### I/O pins on the die edge, run 1

Drawn at 2 px/µm. Pins as bars across the die edge, other pins in grey.
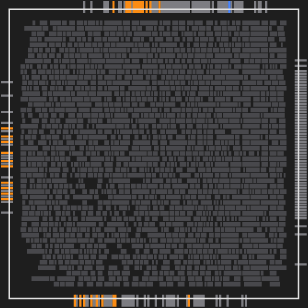
### Track usage over the die, run 1

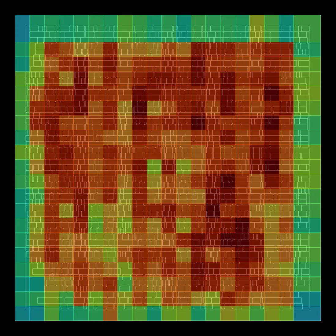
### Port wiring, run 1

Drawn at 2 px/µm.
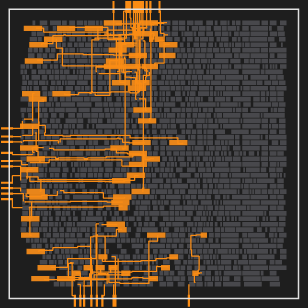
--- src/rtl/branch_redirect_if.sv ---
// branch_redirect_if: bundles the EX-stage branch info, the redirect
// request to fetch and the IF/ID flush / misalign pulses of branch_redirect.
// Modport master is the resolution unit; slave is the surrounding pipeline.
`ifndef XLEN
`define XLEN 32
`endif

interface branch_redirect_if #(
    parameter int XLEN = `XLEN
);
    logic            ex_valid;
    logic            ex_ready;
    logic            ex_is_branch;
    logic            ex_is_jal;
    logic            ex_is_jalr;
    logic [XLEN-1:0] ex_pc;
    logic [XLEN-1:0] ex_imm;
    logic [XLEN-1:0] ex_rs1;
    logic            br_taken;
    logic            pred_taken;
    logic [XLEN-1:0] pred_target;
    logic            redirect_valid;
    logic            redirect_ready;
    logic [XLEN-1:0] redirect_pc;
    logic            flush_o;
    logic            misalign_valid;
    logic [XLEN-1:0] misalign_addr;

    modport master (
        input  ex_valid, ex_is_branch, ex_is_jal, ex_is_jalr,
        input  ex_pc, ex_imm, ex_rs1, br_taken, pred_taken, pred_target,
        input  redirect_ready,
        output ex_ready, redirect_valid, redirect_pc, flush_o,
        output misalign_valid, misalign_addr
    );

    modport slave (
        output ex_valid, ex_is_branch, ex_is_jal, ex_is_jalr,
        output ex_pc, ex_imm, ex_rs1, br_taken, pred_taken, pred_target,
        output redirect_ready,
        input  ex_ready, redirect_valid, redirect_pc, flush_o,
        input  misalign_valid, misalign_addr
    );
endinterface

--- src/rtl/branch_redirect.sv ---
// branch_redirect: execute-stage branch resolution. Computes the correct
// next PC for branches/JAL/JALR, compares it with the fetch prediction and
// issues a held redirect request plus a one-cycle IF/ID flush on mispredict.
// Misaligned taken targets are reported as a one-cycle pulse instead.
// Optional: define BRANCH_REDIRECT_PERF_EN to add saturating 32-bit
// counters perf_br_cnt (accepted branches/jumps) and perf_mispred_cnt.
`ifndef XLEN
`define XLEN 32
`endif

module branch_redirect #(
    parameter int              XLEN     = `XLEN,
    parameter logic [XLEN-1:0] RESET_PC = '0
) (
    input  logic              clk,
    input  logic              rst_n,
    input  logic              kill_i,
    branch_redirect_if.master br
`ifdef BRANCH_REDIRECT_PERF_EN
    ,
    output logic [31:0]       perf_br_cnt,
    output logic [31:0]       perf_mispred_cnt
`endif
);

    typedef enum logic {
        IDLE = 1'b0,
        PEND = 1'b1
    } state_t;

    state_t state_q;
    state_t state_d;

    logic            ex_ready_p0;
    logic            is_cti_p0;
    logic            accept_p0;
    logic            taken_p0;
    logic            misalign_p0;
    logic            mispred_p0;
    logic [XLEN-1:0] jalr_sum_p0;
    logic [XLEN-1:0] target_p0;
    logic [XLEN-1:0] seq_pc_p0;
    logic [XLEN-1:0] correct_p0;

    logic            flush_p1;
    logic            vld_misalign_p1;
    logic [XLEN-1:0] redirect_pc_p1;
    logic [XLEN-1:0] misalign_addr_p1;

    // ---- stage p0: resolve the EX instruction combinationally ----
    // A pending redirect blocks EX unless it handshakes this same cycle.
    assign ex_ready_p0 = (state_q == IDLE) | br.redirect_ready;
    assign is_cti_p0   = br.ex_is_branch | br.ex_is_jal | br.ex_is_jalr;
    assign accept_p0   = br.ex_valid & ex_ready_p0 & is_cti_p0 & ~kill_i;

    // JALR clears bit 0 of the computed address; wrap-around is legal.
    assign jalr_sum_p0 = br.ex_rs1 + br.ex_imm;
    assign target_p0   = br.ex_is_jalr ? {jalr_sum_p0[XLEN-1:1], 1'b0}
                                       : br.ex_pc + br.ex_imm;
    assign seq_pc_p0   = br.ex_pc + XLEN'(4);

    assign taken_p0    = br.ex_is_jal | br.ex_is_jalr | (br.ex_is_branch & br.br_taken);
    assign correct_p0  = taken_p0 ? target_p0 : seq_pc_p0;

    // A misaligned taken target wins over any prediction comparison.
    assign misalign_p0 = taken_p0 & target_p0[1];
    assign mispred_p0  = ~misalign_p0 &
                         ((br.pred_taken != taken_p0) |
                          (taken_p0 & br.pred_taken & (br.pred_target != target_p0)));

    // Redirect-pending state register.
    always_ff @(posedge clk or negedge rst_n) begin
        if (!rst_n) begin
            state_q <= IDLE;
        end else begin
            state_q <= state_d;
        end
    end

    // Next state: kill first, then a new mispredict (which may reload PEND
    // in the handshake cycle), then completion of the pending handshake.
    always_comb begin
        state_d = state_q;
        if (kill_i) begin
            state_d = IDLE;
        end else if (accept_p0 && mispred_p0) begin
            state_d = PEND;
        end else if ((state_q == PEND) && br.redirect_ready) begin
            state_d = IDLE;
        end
    end

    // ---- stage p1: registered redirect / flush / misalign outputs ----
    // Flush and misalign are single-cycle pulses; addresses hold until reloaded.
    always_ff @(posedge clk or negedge rst_n) begin
        if (!rst_n) begin
            flush_p1         <= 1'b0;
            vld_misalign_p1  <= 1'b0;
            redirect_pc_p1   <= RESET_PC;
            misalign_addr_p1 <= '0;
        end else begin
            flush_p1        <= accept_p0 & mispred_p0;
            vld_misalign_p1 <= accept_p0 & misalign_p0;
            if (accept_p0 && mispred_p0) begin
                redirect_pc_p1 <= correct_p0;
            end
            if (accept_p0 && misalign_p0) begin
                misalign_addr_p1 <= target_p0;
            end
        end
    end

    assign br.ex_ready       = ex_ready_p0;
    assign br.redirect_valid = (state_q == PEND);
    assign br.redirect_pc    = redirect_pc_p1;
    assign br.flush_o        = flush_p1;
    assign br.misalign_valid = vld_misalign_p1;
    assign br.misalign_addr  = misalign_addr_p1;

`ifdef BRANCH_REDIRECT_PERF_EN
    function automatic logic [31:0] sat_inc(input logic [31:0] v);
        return (v == 32'hFFFF_FFFF) ? v : v + 32'd1;
    endfunction

    // Event counters; kill does not clear them, misaligned targets count as branches only.
    always_ff @(posedge clk or negedge rst_n) begin
        if (!rst_n) begin
            perf_br_cnt      <= '0;
            perf_mispred_cnt <= '0;
        end else begin
            if (accept_p0) begin
                perf_br_cnt <= sat_inc(perf_br_cnt);
            end
            if (accept_p0 && mispred_p0) begin
                perf_mispred_cnt <= sat_inc(perf_mispred_cnt);
            end
        end
    end
`endif

endmodule

--- src/flat_wrapper.sv ---
// flat-port wrapper written by rule: the top's interface ports become plain ports
module branch_redirect_flat 
#(
    parameter int              XLEN     = `XLEN,
    parameter logic [XLEN-1:0] RESET_PC = '0
)
  (clk, rst_n, kill_i, br_ex_valid, br_ex_is_branch, br_ex_is_jal, br_ex_is_jalr, br_ex_pc, br_ex_imm, br_ex_rs1, br_br_taken, br_pred_taken, br_pred_target, br_redirect_ready, br_ex_ready, br_redirect_valid, br_redirect_pc, br_flush_o, br_misalign_valid, br_misalign_addr);
  branch_redirect_if #(.XLEN(XLEN)) br_i ();
  input  logic clk;
  input  logic rst_n;
  input  logic kill_i;
  input wire logic [$bits(br_i.ex_valid)-1:0] br_ex_valid;
  input wire logic [$bits(br_i.ex_is_branch)-1:0] br_ex_is_branch;
  input wire logic [$bits(br_i.ex_is_jal)-1:0] br_ex_is_jal;
  input wire logic [$bits(br_i.ex_is_jalr)-1:0] br_ex_is_jalr;
  input wire logic [$bits(br_i.ex_pc)-1:0] br_ex_pc;
  input wire logic [$bits(br_i.ex_imm)-1:0] br_ex_imm;
  input wire logic [$bits(br_i.ex_rs1)-1:0] br_ex_rs1;
  input wire logic [$bits(br_i.br_taken)-1:0] br_br_taken;
  input wire logic [$bits(br_i.pred_taken)-1:0] br_pred_taken;
  input wire logic [$bits(br_i.pred_target)-1:0] br_pred_target;
  input wire logic [$bits(br_i.redirect_ready)-1:0] br_redirect_ready;
  output wire logic [$bits(br_i.ex_ready)-1:0] br_ex_ready;
  output wire logic [$bits(br_i.redirect_valid)-1:0] br_redirect_valid;
  output wire logic [$bits(br_i.redirect_pc)-1:0] br_redirect_pc;
  output wire logic [$bits(br_i.flush_o)-1:0] br_flush_o;
  output wire logic [$bits(br_i.misalign_valid)-1:0] br_misalign_valid;
  output wire logic [$bits(br_i.misalign_addr)-1:0] br_misalign_addr;
  assign br_i.ex_valid = br_ex_valid;
  assign br_i.ex_is_branch = br_ex_is_branch;
  assign br_i.ex_is_jal = br_ex_is_jal;
  assign br_i.ex_is_jalr = br_ex_is_jalr;
  assign br_i.ex_pc = br_ex_pc;
  assign br_i.ex_imm = br_ex_imm;
  assign br_i.ex_rs1 = br_ex_rs1;
  assign br_i.br_taken = br_br_taken;
  assign br_i.pred_taken = br_pred_taken;
  assign br_i.pred_target = br_pred_target;
  assign br_i.redirect_ready = br_redirect_ready;
  assign br_ex_ready = br_i.ex_ready;
  assign br_redirect_valid = br_i.redirect_valid;
  assign br_redirect_pc = br_i.redirect_pc;
  assign br_flush_o = br_i.flush_o;
  assign br_misalign_valid = br_i.misalign_valid;
  assign br_misalign_addr = br_i.misalign_addr;
  branch_redirect #(.XLEN(XLEN), .RESET_PC(RESET_PC)) u_core (.clk(clk), .rst_n(rst_n), .kill_i(kill_i), .br(br_i));
endmodule
--- config.mk ---
export PLATFORM = sky130hd
export DESIGN_NAME = branch_redirect_flat
export DESIGN_NICKNAME = d
export VERILOG_FILES = /design/src/rtl/branch_redirect_if.sv /design/src/rtl/branch_redirect.sv /design/src/flat_wrapper.sv
export SDC_FILE = /design/constraint.sdc
export NUM_CORES = 1
export LEC_CHECK = 0
export CAP_MARGIN = 10
export CORE_MARGIN = 5
export CORE_UTILIZATION = 46
export DETAILED_ROUTE_END_ITERATION = 16
export HOLD_SLACK_MARGIN = 0.15
export PLACE_DENSITY = 0.75
export SYNTH_ARGS = -nofsm -noshare
export SYNTH_HDL_FRONTEND = slang
export SYNTH_SLANG_ARGS = --single-unit
export TNS_END_PERCENT = 5
--- constraint.sdc ---
create_clock -name clk -period 1.6 [get_ports clk]
set_input_delay 0.24 -clock clk [delete_from_list [all_inputs] [get_ports clk]]
set_output_delay 0.24 -clock clk [all_outputs]
set_load 0.005 [all_outputs]
==> impl_metrics.toml, run 1 <==
# flow metrics
[synth]
ys_area_um2 = 8240
async_flop_share = 1.00
yosys.area_share.aoi = 0.230
adder_share = 0.101
postSynthSeqShare = 0.203
top_logic_kind = "AND-OR/OR-AND gates"
synth_cell_types = 86
synth_top_cell_by_count = "nand2_1"
netlist_area_um2 = 8240
xor_area_frac = 0.127

[cts]
ctsHoldBuffers = 1
cts_sinks = 67
cts_tree = "built"
ctsResizeCount = 354
path_clk_slew_ps = 70
cts.path.max_buffers = 2

[sta]
fmaxAchievable_mhz = 251
maxSlewViolCount = 0
setup_tns_ps = -100990
slew_headroom = 0.417
finalSetupViolCount = 64
finalHoldViolCount = 0
rsz0062_at_grt = "yes"
finalWorstSetupSlack_ps = -2380

[pwr]
leakage_uw = 0.00692
switching_share = 0.375
peakVddDrop_uv = 1360
p_int_uw = 8880
powerDensity_nw_per_um2 = 904
combPwrFrac = 0.620
seq_power_share = 0.213
p_clk_uw = 2380

[global_routing]
grt_pass1_wl_mm = 57.3
gr-total-overflow = 0
grt_max_degree = 46
grt_pass1_vias = 10700
met2_usage = 0.598
met1_usage = 0.445
antenna_found_initial = 3

[layout]
n_antenna_cell = 4
layout_top_cells = "buf_4, clkdlybuf4s50_1, nand2_1"
final_area_um2 = 15700
sh_seq_area = 0.107
largestClassByArea = "logic gates"
fillers = 813
nClkBuffers = 9
seq_cells = 67
nets = 1811
n_all_inverters = 24
layout-drive-gt1-share = 0.476
instances_no_fill = 1846
signal_buffers = 621

[setup_path]
r2r-start = "u_core.br.redirect_valid$_DFFE_PN0P_"
slowest_stage = "or4_4"
critPathBufInv = 3
crit_end = "u_core.br.redirect_pc[27]$_DFFE_PN0P_"
r2r_slack_ps = -670
crit_start = "br_ex_pc[0]"
path_depth = 16
cp_max_fo = 6
max_stage_delay_ps = 460
end_kind = "register"
path_delay_family = "simple AND/OR/NAND/NOR gates"

[flow_run]
warning_count = 29

[placement]
post-place-ws_ps = -3130
dp.cells = 1770
dpl.hpwl_mm = 28.4

[drt]
routed.top_layer = "met4"
dr.pass1.iters = 8
drt_iter0_drc = 1198
dr_wl_met2_mm = 21.0
drt-vias-per-instance = 6.22
drc = 0
wl_per_cell_um = 23.8

[floorplanning]
nWellTaps = 229
fp_util = 0.463
core_um2 = 17800
chipArea_um2 = 20700

[run_status]
violations = "setup timing"
status = "complete, but fails checks"

[min_path]
worstHoldStart = "br_ex_pc[1]"
min_path_type = "input port to register"
About 'I/O pins on the die edge':
| colour | port | pins | direction | edge |
|---|---|---|---|---|
| blue | kill_i | 1 | input | north |
| orange | br_ex_imm | 32 | input | 13 north, 10 west, 9 south |
all pins by edge: 70 north, 60 east, 50 south, 26 west
Buffers on Ports: 205
chip width: 144 µm

About 'Track usage over the die':
utilization after layout: 0.883
Most Crowded Layer GR: met2

About 'Port wiring':
| colour | port | direction | end cells | wire |
|---|---|---|---|---|
| orange | br_ex_imm | input | 67 | 2500 µm |

### Wiring by layer, run 1

Drawn at 2 px/µm.
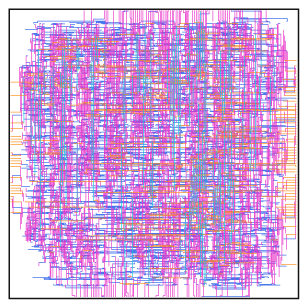

==> run 2, diff against run 1 <==
CORE_UTILIZATION = 40   (was 46)
PLACE_DENSITY = 0.67   (was 0.75)
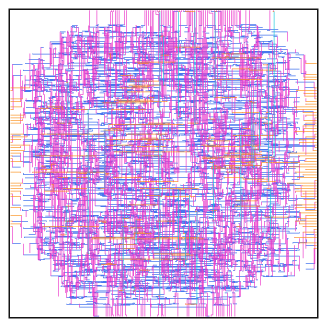
*Wiring by layer, run 2*
Drawn at 2 px/µm.
| colour | layer | wire length |
|---|---|---|
| magenta | met2 | 17400 µm |
| blue | met1 | 15800 µm |
| orange | met3 | 2010 µm |
| cyan | met4 | 915 µm |

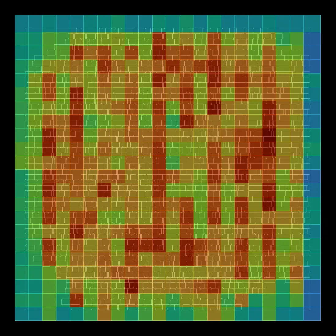
*Track usage over the die, run 2*
met1 usage: 0.372
met2 GRT Util: 0.456
GRT Util Overall: 0.271
wire per inst: 19.4 µm
met3 GRT Util: 0.0304

==> impl_metrics.toml, run 2 <==
# flow metrics
[layout]
layout_top_cells = "buf_4, clkdlybuf4s50_1, nand2_1"
largestClassByArea = "logic gates"
nClkBuffers = 12
n_all_inverters = 24
layout-drive-gt1-share = 0.421
seq_cells = 67
fin_util = 0.756
nets = 1786

[synth]
ys_area_um2 = 8240
synth_top_cell_by_count = "nand2_1"
synth_cell_types = 86
async_flop_share = 1.00

[cts]
cts_sinks = 67
path_clk_slew_ps = 50
cts.path.max_buffers = 2
cts_tree = "built"
ctsHoldBuffers = 1

[placement]
port_buffers = 205
post-place-ws_ps = -3150
dp.cells = 1817

[setup_path]
crit_end = "u_core.br.redirect_pc[4]$_DFFE_PN0P_"
slowest_stage = "or4_4"
crit_start = "br_ex_rs1[23]"
critPathBufInv = 5
max_stage_delay_ps = 580
r2r-start = "u_core.br.redirect_valid$_DFFE_PN0P_"

[pwr]
switching_share = 0.351
leakage_uw = 0.00700
peakVddDrop_uv = 589
p_int_uw = 8490
powerDensity_nw_per_um2 = 855

[global_routing]
busiest_layer = "met2"
grt_pass1_vias = 9704
grt_max_degree = 68

[sta]
maxSlewViolCount = 0
finalSetupViolCount = 63
setup_tns_ps = -98910
rsz0062_at_grt = "yes"
slew_headroom = 0.690
finalWorstSetupSlack_ps = -2390
fmaxAchievable_mhz = 250

[run_status]
violations = "setup timing"
status = "complete, but fails checks"

[floorplanning]
core_um2 = 20200
nWellTaps = 270

[min_path]
min_path_type = "input port to register"
worstHoldStart = "br_ex_pc[1]"

[drt]
drc = 0
drt-vias-per-instance = 5.48
routed.top_layer = "met4"
